$ cat src/rtl/inst_queue_pkg.sv
// Shared widths, entry type and helpers for the instruction queue.
// Optional performance counter is enabled by defining INST_QUEUE_PERF_EN.
`ifndef PC_BUS
`define PC_BUS 31:0
`endif
`ifndef DATA_BUS
`define DATA_BUS 31:0
`endif
`ifndef DECODE_BUS
`define DECODE_BUS 71:0
`endif

package inst_queue_pkg;

    typedef struct packed {
        logic [`PC_BUS]     pc;
        logic [`PC_BUS]     npc;
        logic [`DECODE_BUS] dec;
    } iq_entry_t;

    localparam int ENTRY_W = $bits(iq_entry_t);

    // The launch stage can never take more than two entries per cycle.
    function automatic logic [1:0] clamp_pop(input logic [1:0] n);
        return (n == 2'd3) ? 2'd2 : n;
    endfunction

endpackage

$ cat src/rtl/inst_queue_if.sv
// Push/pop handshake bundle between fetch/decode, the instruction queue and launch select.
interface inst_queue_if;
    logic               flush;
    logic               stop;
    logic               in1_valid;
    logic               in2_valid;
    logic [`PC_BUS]     in1_pc;
    logic [`PC_BUS]     in1_npc;
    logic [`PC_BUS]     in2_pc;
    logic [`PC_BUS]     in2_npc;
    logic [`DECODE_BUS] in1_decodeout;
    logic [`DECODE_BUS] in2_decodeout;
    logic               in_ready;
    logic               out1_valid;
    logic               out2_valid;
    logic [`PC_BUS]     out1_pc;
    logic [`PC_BUS]     out1_npc;
    logic [`PC_BUS]     out2_pc;
    logic [`PC_BUS]     out2_npc;
    logic [`DECODE_BUS] out1_decodeout;
    logic [`DECODE_BUS] out2_decodeout;
    logic [1:0]         pop_num;

    modport master (
        output flush, stop, in1_valid, in2_valid,
        output in1_pc, in1_npc, in2_pc, in2_npc, in1_decodeout, in2_decodeout,
        output pop_num,
        input  in_ready, out1_valid, out2_valid,
        input  out1_pc, out1_npc, out2_pc, out2_npc, out1_decodeout, out2_decodeout
    );

    modport slave (
        input  flush, stop, in1_valid, in2_valid,
        input  in1_pc, in1_npc, in2_pc, in2_npc, in1_decodeout, in2_decodeout,
        input  pop_num,
        output in_ready, out1_valid, out2_valid,
        output out1_pc, out1_npc, out2_pc, out2_npc, out1_decodeout, out2_decodeout
    );
endinterface

$ cat src/rtl/iq_ram.sv
// Instruction queue storage: DEPTH entries, two write ports, two asynchronous read ports.
// Contents are deliberately not reset; the queue masks stale entries with its valids.
module iq_ram
    import inst_queue_pkg::*;
#(
    parameter int DEPTH = 8,
    localparam int AW   = $clog2(DEPTH)
) (
    input  logic          clk,
    input  logic          i_we0,
    input  logic [AW-1:0] i_wa0,
    input  iq_entry_t     i_wd0,
    input  logic          i_we1,
    input  logic [AW-1:0] i_wa1,
    input  iq_entry_t     i_wd1,
    input  logic [AW-1:0] i_ra0,
    input  logic [AW-1:0] i_ra1,
    output iq_entry_t     o_rd0,
    output iq_entry_t     o_rd1
);

    iq_entry_t r_mem [DEPTH];

    // The two write addresses are always consecutive, so they never collide.
    always_ff @(posedge clk) begin
        if (i_we0) r_mem[i_wa0] <= i_wd0;
        if (i_we1) r_mem[i_wa1] <= i_wd1;
    end

    assign o_rd0 = r_mem[i_ra0];
    assign o_rd1 = r_mem[i_ra1];

endmodule

$ cat src/rtl/inst_queue.sv
// Dual-issue instruction queue: circular buffer with head/tail/count, 2 pushes and up to 2 pops per cycle.
// Define INST_QUEUE_PERF_EN to add the full_stall_cnt performance counter output.
module inst_queue
    import inst_queue_pkg::*;
#(
    parameter int DEPTH = 8
) (
    input  logic         clk,
    input  logic         rst,
    inst_queue_if.slave  iq
`ifdef INST_QUEUE_PERF_EN
    ,
    output logic [31:0]  full_stall_cnt
`endif
);

    localparam int AW = $clog2(DEPTH);
    localparam int CW = AW + 1;

    logic [AW-1:0] r_head;
    logic [AW-1:0] r_tail;
    logic [CW-1:0] r_count;

    logic          w_in_ready;
    logic          w_push1;
    logic          w_push2;
    logic [1:0]    w_n_push;
    logic [1:0]    w_pop_req;
    logic [1:0]    w_n_pop;
    logic          w_out1_valid;
    logic          w_out2_valid;
    iq_entry_t     w_wd0;
    iq_entry_t     w_wd1;
    iq_entry_t     w_rd0;
    iq_entry_t     w_rd1;
    iq_entry_t     w_out1;
    iq_entry_t     w_out2;

    // Readiness looks only at the registered count so a same-cycle pop cannot open the door.
    assign w_in_ready = (r_count <= CW'(DEPTH - 2));
    assign w_push1    = w_in_ready & ~iq.flush & iq.in1_valid;
    assign w_push2    = w_push1 & iq.in2_valid;
    assign w_n_push   = {1'b0, w_push1} + {1'b0, w_push2};
    assign w_pop_req  = clamp_pop(iq.pop_num);

    always_comb begin
        w_n_pop = 2'd0;
        if (!iq.stop && !iq.flush) begin
            w_n_pop = (CW'(w_pop_req) > r_count) ? r_count[1:0] : w_pop_req;
        end
    end

    always_ff @(posedge clk or negedge rst) begin
        if (!rst) begin
            r_head  <= '0;
            r_tail  <= '0;
            r_count <= '0;
        end else if (iq.flush) begin
            r_head  <= '0;
            r_tail  <= '0;
            r_count <= '0;
        end else begin
            r_head  <= r_head + AW'(w_n_pop);
            r_tail  <= r_tail + AW'(w_n_push);
            r_count <= r_count + CW'(w_n_push) - CW'(w_n_pop);
        end
    end

    assign w_wd0 = '{pc: iq.in1_pc, npc: iq.in1_npc, dec: iq.in1_decodeout};
    assign w_wd1 = '{pc: iq.in2_pc, npc: iq.in2_npc, dec: iq.in2_decodeout};

    iq_ram #(.DEPTH(DEPTH)) u_ram (
        .clk   (clk),
        .i_we0 (w_push1),
        .i_wa0 (r_tail),
        .i_wd0 (w_wd0),
        .i_we1 (w_push2),
        .i_wa1 (r_tail + AW'(1)),
        .i_wd1 (w_wd1),
        .i_ra0 (r_head),
        .i_ra1 (r_head + AW'(1)),
        .o_rd0 (w_rd0),
        .o_rd1 (w_rd1)
    );

    assign w_out1_valid = (r_count >= CW'(1));
    assign w_out2_valid = (r_count >= CW'(2));
    assign w_out1       = w_out1_valid ? w_rd0 : '0;
    assign w_out2       = w_out2_valid ? w_rd1 : '0;

    assign iq.in_ready       = w_in_ready;
    assign iq.out1_valid     = w_out1_valid;
    assign iq.out2_valid     = w_out2_valid;
    assign iq.out1_pc        = w_out1.pc;
    assign iq.out1_npc       = w_out1.npc;
    assign iq.out1_decodeout = w_out1.dec;
    assign iq.out2_pc        = w_out2.pc;
    assign iq.out2_npc       = w_out2.npc;
    assign iq.out2_decodeout = w_out2.dec;

`ifdef INST_QUEUE_PERF_EN
    logic [31:0] r_full_stall_cnt;

    // Counts producer back-pressure cycles; intentionally ignores flush.
    always_ff @(posedge clk or negedge rst) begin
        if (!rst) begin
            r_full_stall_cnt <= '0;
        end else if (!w_in_ready && iq.in1_valid) begin
            r_full_stall_cnt <= r_full_stall_cnt + 32'd1;
        end
    end

    assign full_stall_cnt = r_full_stall_cnt;
`endif

endmodule

$ cat src/flat_wrapper.sv
// flat-port wrapper written by rule: the top's interface ports become plain ports
module inst_queue_flat import inst_queue_pkg::*;
#(
    parameter int DEPTH = 8
)
  (clk, rst, iq_flush, iq_stop, iq_in1_valid, iq_in2_valid, iq_in1_pc, iq_in1_npc, iq_in2_pc, iq_in2_npc, iq_in1_decodeout, iq_in2_decodeout, iq_pop_num, iq_in_ready, iq_out1_valid, iq_out2_valid, iq_out1_pc, iq_out1_npc, iq_out2_pc, iq_out2_npc, iq_out1_decodeout, iq_out2_decodeout);
  inst_queue_if iq_i ();
  input  logic clk;
  input  logic rst;
  input wire logic [$bits(iq_i.flush)-1:0] iq_flush;
  input wire logic [$bits(iq_i.stop)-1:0] iq_stop;
  input wire logic [$bits(iq_i.in1_valid)-1:0] iq_in1_valid;
  input wire logic [$bits(iq_i.in2_valid)-1:0] iq_in2_valid;
  input wire logic [$bits(iq_i.in1_pc)-1:0] iq_in1_pc;
  input wire logic [$bits(iq_i.in1_npc)-1:0] iq_in1_npc;
  input wire logic [$bits(iq_i.in2_pc)-1:0] iq_in2_pc;
  input wire logic [$bits(iq_i.in2_npc)-1:0] iq_in2_npc;
  input wire logic [$bits(iq_i.in1_decodeout)-1:0] iq_in1_decodeout;
  input wire logic [$bits(iq_i.in2_decodeout)-1:0] iq_in2_decodeout;
  input wire logic [$bits(iq_i.pop_num)-1:0] iq_pop_num;
  output wire logic [$bits(iq_i.in_ready)-1:0] iq_in_ready;
  output wire logic [$bits(iq_i.out1_valid)-1:0] iq_out1_valid;
  output wire logic [$bits(iq_i.out2_valid)-1:0] iq_out2_valid;
  output wire logic [$bits(iq_i.out1_pc)-1:0] iq_out1_pc;
  output wire logic [$bits(iq_i.out1_npc)-1:0] iq_out1_npc;
  output wire logic [$bits(iq_i.out2_pc)-1:0] iq_out2_pc;
  output wire logic [$bits(iq_i.out2_npc)-1:0] iq_out2_npc;
  output wire logic [$bits(iq_i.out1_decodeout)-1:0] iq_out1_decodeout;
  output wire logic [$bits(iq_i.out2_decodeout)-1:0] iq_out2_decodeout;
  assign iq_i.flush = iq_flush;
  assign iq_i.stop = iq_stop;
  assign iq_i.in1_valid = iq_in1_valid;
  assign iq_i.in2_valid = iq_in2_valid;
  assign iq_i.in1_pc = iq_in1_pc;
  assign iq_i.in1_npc = iq_in1_npc;
  assign iq_i.in2_pc = iq_in2_pc;
  assign iq_i.in2_npc = iq_in2_npc;
  assign iq_i.in1_decodeout = iq_in1_decodeout;
  assign iq_i.in2_decodeout = iq_in2_decodeout;
  assign iq_i.pop_num = iq_pop_num;
  assign iq_in_ready = iq_i.in_ready;
  assign iq_out1_valid = iq_i.out1_valid;
  assign iq_out2_valid = iq_i.out2_valid;
  assign iq_out1_pc = iq_i.out1_pc;
  assign iq_out1_npc = iq_i.out1_npc;
  assign iq_out2_pc = iq_i.out2_pc;
  assign iq_out2_npc = iq_i.out2_npc;
  assign iq_out1_decodeout = iq_i.out1_decodeout;
  assign iq_out2_decodeout = iq_i.out2_decodeout;
  inst_queue #(.DEPTH(DEPTH)) u_core (.clk(clk), .rst(rst), .iq(iq_i));
endmodule
$ cat config.mk
export PLATFORM = sky130hd
export DESIGN_NAME = inst_queue_flat
export DESIGN_NICKNAME = d
export VERILOG_FILES = /design/src/rtl/inst_queue_pkg.sv /design/src/rtl/inst_queue_if.sv /design/src/rtl/iq_ram.sv /design/src/rtl/inst_queue.sv /design/src/flat_wrapper.sv
export SDC_FILE = /design/constraint.sdc
export NUM_CORES = 2
export LEC_CHECK = 0
export CAP_MARGIN = 30
export CORE_UTILIZATION = 50
export CTS_CLUSTER_SIZE = 24
export DETAILED_ROUTE_END_ITERATION = 8
export GPL_TIMING_DRIVEN = 0
export PLACE_DENSITY = 0.73
export SYNTH_ARGS = -nofsm -noshare
export SYNTH_HDL_FRONTEND = slang
export SYNTH_SLANG_ARGS = --single-unit
$ cat constraint.sdc
create_clock -name clk -period 8.6 [get_ports clk]
set_input_delay 1.72 -clock clk [delete_from_list [all_inputs] [get_ports clk]]
set_output_delay 1.72 -clock clk [all_outputs]
set_load 0.03 [all_outputs]
==> ds_physical_params.txt <==
Summary of implementation characteristics

Parameter                              Value

Power
  Internal .................. 0.0116 W
  Combinational group share of total power .................. 37.5%
  Power density relative to cell area .................. 234 nW/um^2
  Sequential share of power .................. 33.5%
  Total power of the final layout .................. 0.0184 W
  Leading power group .................. combinational cells
  Leakage power of the design .................. 25.4 nW
  Switching part of the total power .................. 36.8%

Final timing
  Max transition margin .................. 23.6%
  Hold Vio Cnt, Final .................. 0
  Time the worst path needs with I/O delays and setup .................. 6.83 ns
  Final worst-path cycle share .................. 79.4%
  Fin. max-slew vios .................. 0
  Pin slew with the least headroom to its limit .................. 1.12 ns
  Fin worst setup slack .................. 1.77 ns
  RSZ-0062 raised after global routing .................. no
  Min Hold Slack .................. 0.683 ns
  Highest attainable clock frequency .................. 146 MHz

Worst setup path
  Critical path buffers and inverters .................. 6
  Reg-to-Reg Start .................. u_core.r_tail[1]$_DFF_PN0_
  Capturing element type of the critical path .................. primary output
  Crit-path max FO .................. 11
  Critical path's top delay family .................. buffers and inverters
  Required time worst endpoint .................. 6.88 ns
  Crit-path cells .................. ha_1 -> buf_2 -> buf_2 -> buf_4 -> clkbuf_1 -> a211oi_1 -> a2111oi_0 -> buf_2 -> clkdlybuf4s50_1
  Capture point of the critical path .................. iq_out2_npc[2]
  Worst-case reg-to-reg path depth .................. 8
  CP max stage cell .................. sky130_fd_sc_hd__clkbuf_1
  Worst setup slack for register-to-register paths .................. 5.18 ns
  Worst setup path class .................. flip-flop to primary output
  CP peak stage delay .................. 0.84 ns

GRT
  All-layer global routing usage .................. 34.6%
  Maximum number of pins on one net before global-route repair .................. 25
  Antenna violations before repair .................. 62
  Met3 layer usage reported by global route .................. 9.58%
  Met2 GRT Util .................. 54.7%
  Vias in the first global route .................. 48,655
  Overflow left after global routing .................. 0
  Routing usage on met1 .................. 43.0%

Finish
  Plain + repair buffers .................. 1,053
  Number of logic gates .................. 3,097
  Fraction of final layout cells sized beyond drive strength 1 .................. 33.1%
  Final instance area .................. 78,500 sq um
  Multi-input gate share of total cell area .................. 38.2%
  Fillers .................. 9,850
  Comb area .................. 30,000 sq um
  Flip-flop count of the largest register, all copies and words added .................. 1,088
  Final Non-Filler Cells .................. 7,261
  Max-area cell class .................. flip-flops and latches
  Count of clock-net buffers in the final layout .................. 174

Yosys
  Most used flip-flop cell .................. sky130_fd_sc_hd__edfxtp_1
  Registers, synthesis .................. 1,098
  Yosys synthesis warning count .................. 0
  Unique cell type count in the Yosys netlist .................. 49
  Post-Synthesis Cells .................. 4,620
  Number of cells in Yosys stat .................. 4,620
  Post-synthesis chip area from yosys .................. 65,000 sq um
  Fraction of the mapped netlist area in adder cells .................. 0.373%
  Dominant cell type by area after synthesis .................. sky130_fd_sc_hd__edfxtp_1
  Post-Syn Area .................. 65,000 sq um
  Fraction of synthesis flops using an asynchronous set or reset pin .................. 0.911%
  Largest logic family .................. multiplexers
  Part of the Yosys area used for sequential elements .................. 50.7%
  Post-synthesis net count .................. 4,917
  Post-synth EDFFs .................. 1,088
  Average instance area after synthesis .................. 14.1 sq um
  Post-synthesis share of cell area spent on and-or and or-and gates .................. 8.27%
  Cell types occupying the most area after synthesis .................. sky130_fd_sc_hd__edfxtp_1 (50%), sky130_fd_sc_hd__mux2_2 (21%), sky130_fd_sc_hd__mux2i_1 (11%)
  Cell types with the highest counts after synthesis .................. sky130_fd_sc_hd__mux2_2 (1,225), sky130_fd_sc_hd__edfxtp_1 (1,088), sky130_fd_sc_hd__mux2i_1 (682)

Routing
  Count of unresolved DRC violations after routing .................. 0
  Total length of routed wires .................. 235 mm
  Mean number of vias per cell .................. 6.67
  Sum of met2 wire segment lengths after detailed routing .................. 110 mm
  Violation tally from detailed-route iteration zero .................. 6,024
  Number of detailed-routing iterations run before antenna repair .................. 8
  Total routed wire length on the met1 layer .................. 87.0 mm

Place
  Cell count after placement .................. 6,986
  Hpwl dp .................. 157 mm
  Gp weighted congestion .................. 0.882
  Dpl cell area .................. 74,300 sq um

CTS
  Buffer cell driving the clock tree root .................. sky130_fd_sc_hd__clkbuf_16
  Post-CTS Hold Buffers .................. 0
  TritonCTS clock tree .................. done
  Number of setup buffers added after CTS .................. 0

Job
  Count of max-cap constraint violations .................. 0

Die
  Number of rows in the core area .................. 131
  CORE AREA .................. 128,000 sq um
  Floorplan Utilization .................. 50.7%
  IO Count .................. 555

Run status
  Run status .................. completed

Min path
  Launch instance of the worst min-delay path .................. u_core.r_head[0]$_DFF_PN0_
  Type of the worst min-delay path .................. flip-flop to flip-flop
  Cell depth of the worst hold path .................. 2
Figure 1. Signal wires by layer.
Scale bar: 100 um.
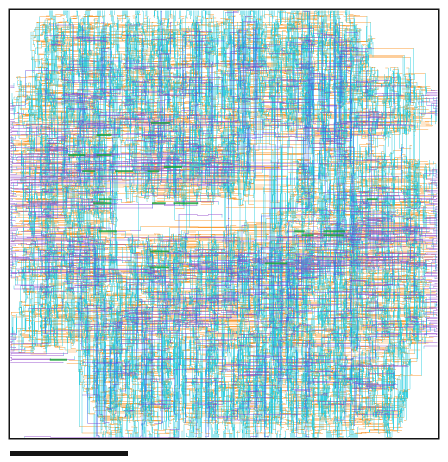
layer	color	wire length
metal 5	green	276 um
metal 2	cyan	110 mm
metal 3	purple	26.7 mm
metal 1	orange	87.0 mm
metal 4	blue	11,400 um
via count: 48,462
average routed wire per standard cell: 32.4 um

Figure 2. Routed clock nets over the placement.
Scale bar: 100 um.
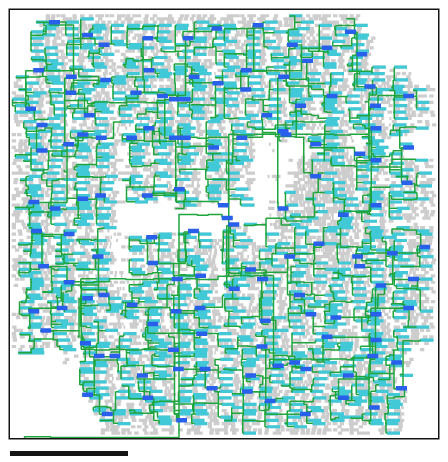
[clock drivers] blue | count: 131
[flip-flops] cyan | count: 1,098
[clock wires] green | length: 14,700 um
routed clock nets	132
relative contribution of the clock network to total power: 29.0%
Final Skew: 0.0213 ns
clock group total power: 0.00533 W
clock network latency to the later pin of the worst-skew pair: 0.79 ns

Figure 3. Pin map.
Pins as bars across the die edge, other pins in gray.
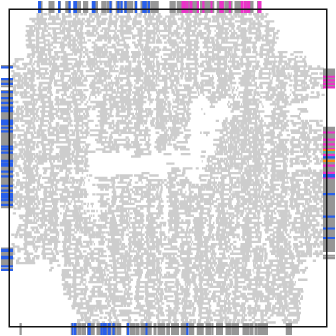
port	color	pins	direction	edge
iq_in2_decodeout	blue	72	input	35 west, 17 north, 13 south, 7 east
iq_pop_num	orange	2	input	east
iq_out1_npc	magenta	32	output	20 north, 12 east
iq_in_ready	cyan	1	output	east
all pins by edge	155 north, 152 south, 125 west, 123 east
Buffers on Ports: 554
Die Y: 363 um
DIE WIDTH: 363 um

Figure 4. The clock network.
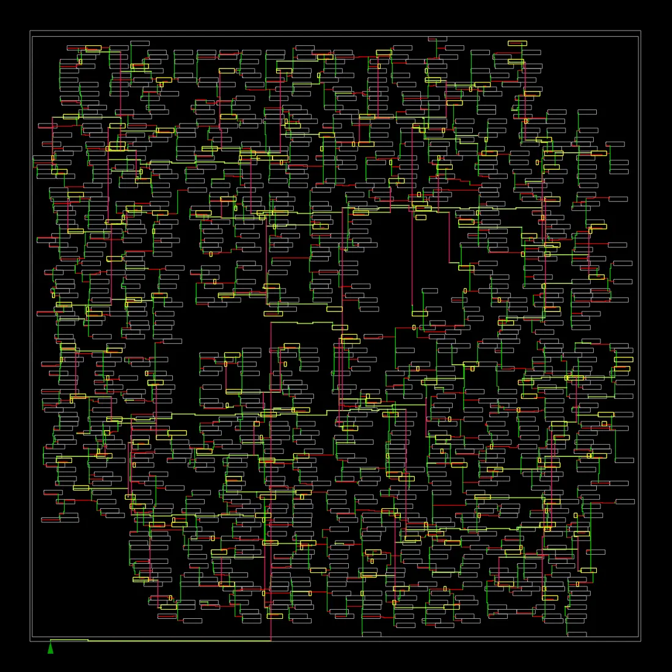
number of sequential cells: 1,098
number of buffers created by CTS: 131
TritonCTS sink count: 1,098

Figure 5. Register map, names as in the netlist.
Other sequential cells in the stronger gray, the rest of the logic in the fainter gray.
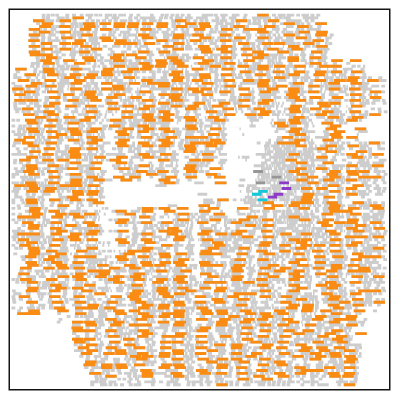
name in the netlist	color	placed flops
u_core.r_head	cyan	3
u_core.r_count	purple	4
u_core.u_ram.r_mem	orange	1,088
sequential cell area share: 41.9%
utilization after layout: 61.2%
total area of sequential cells: 32,900 sq um

Power and IR drop assume default switching activity.
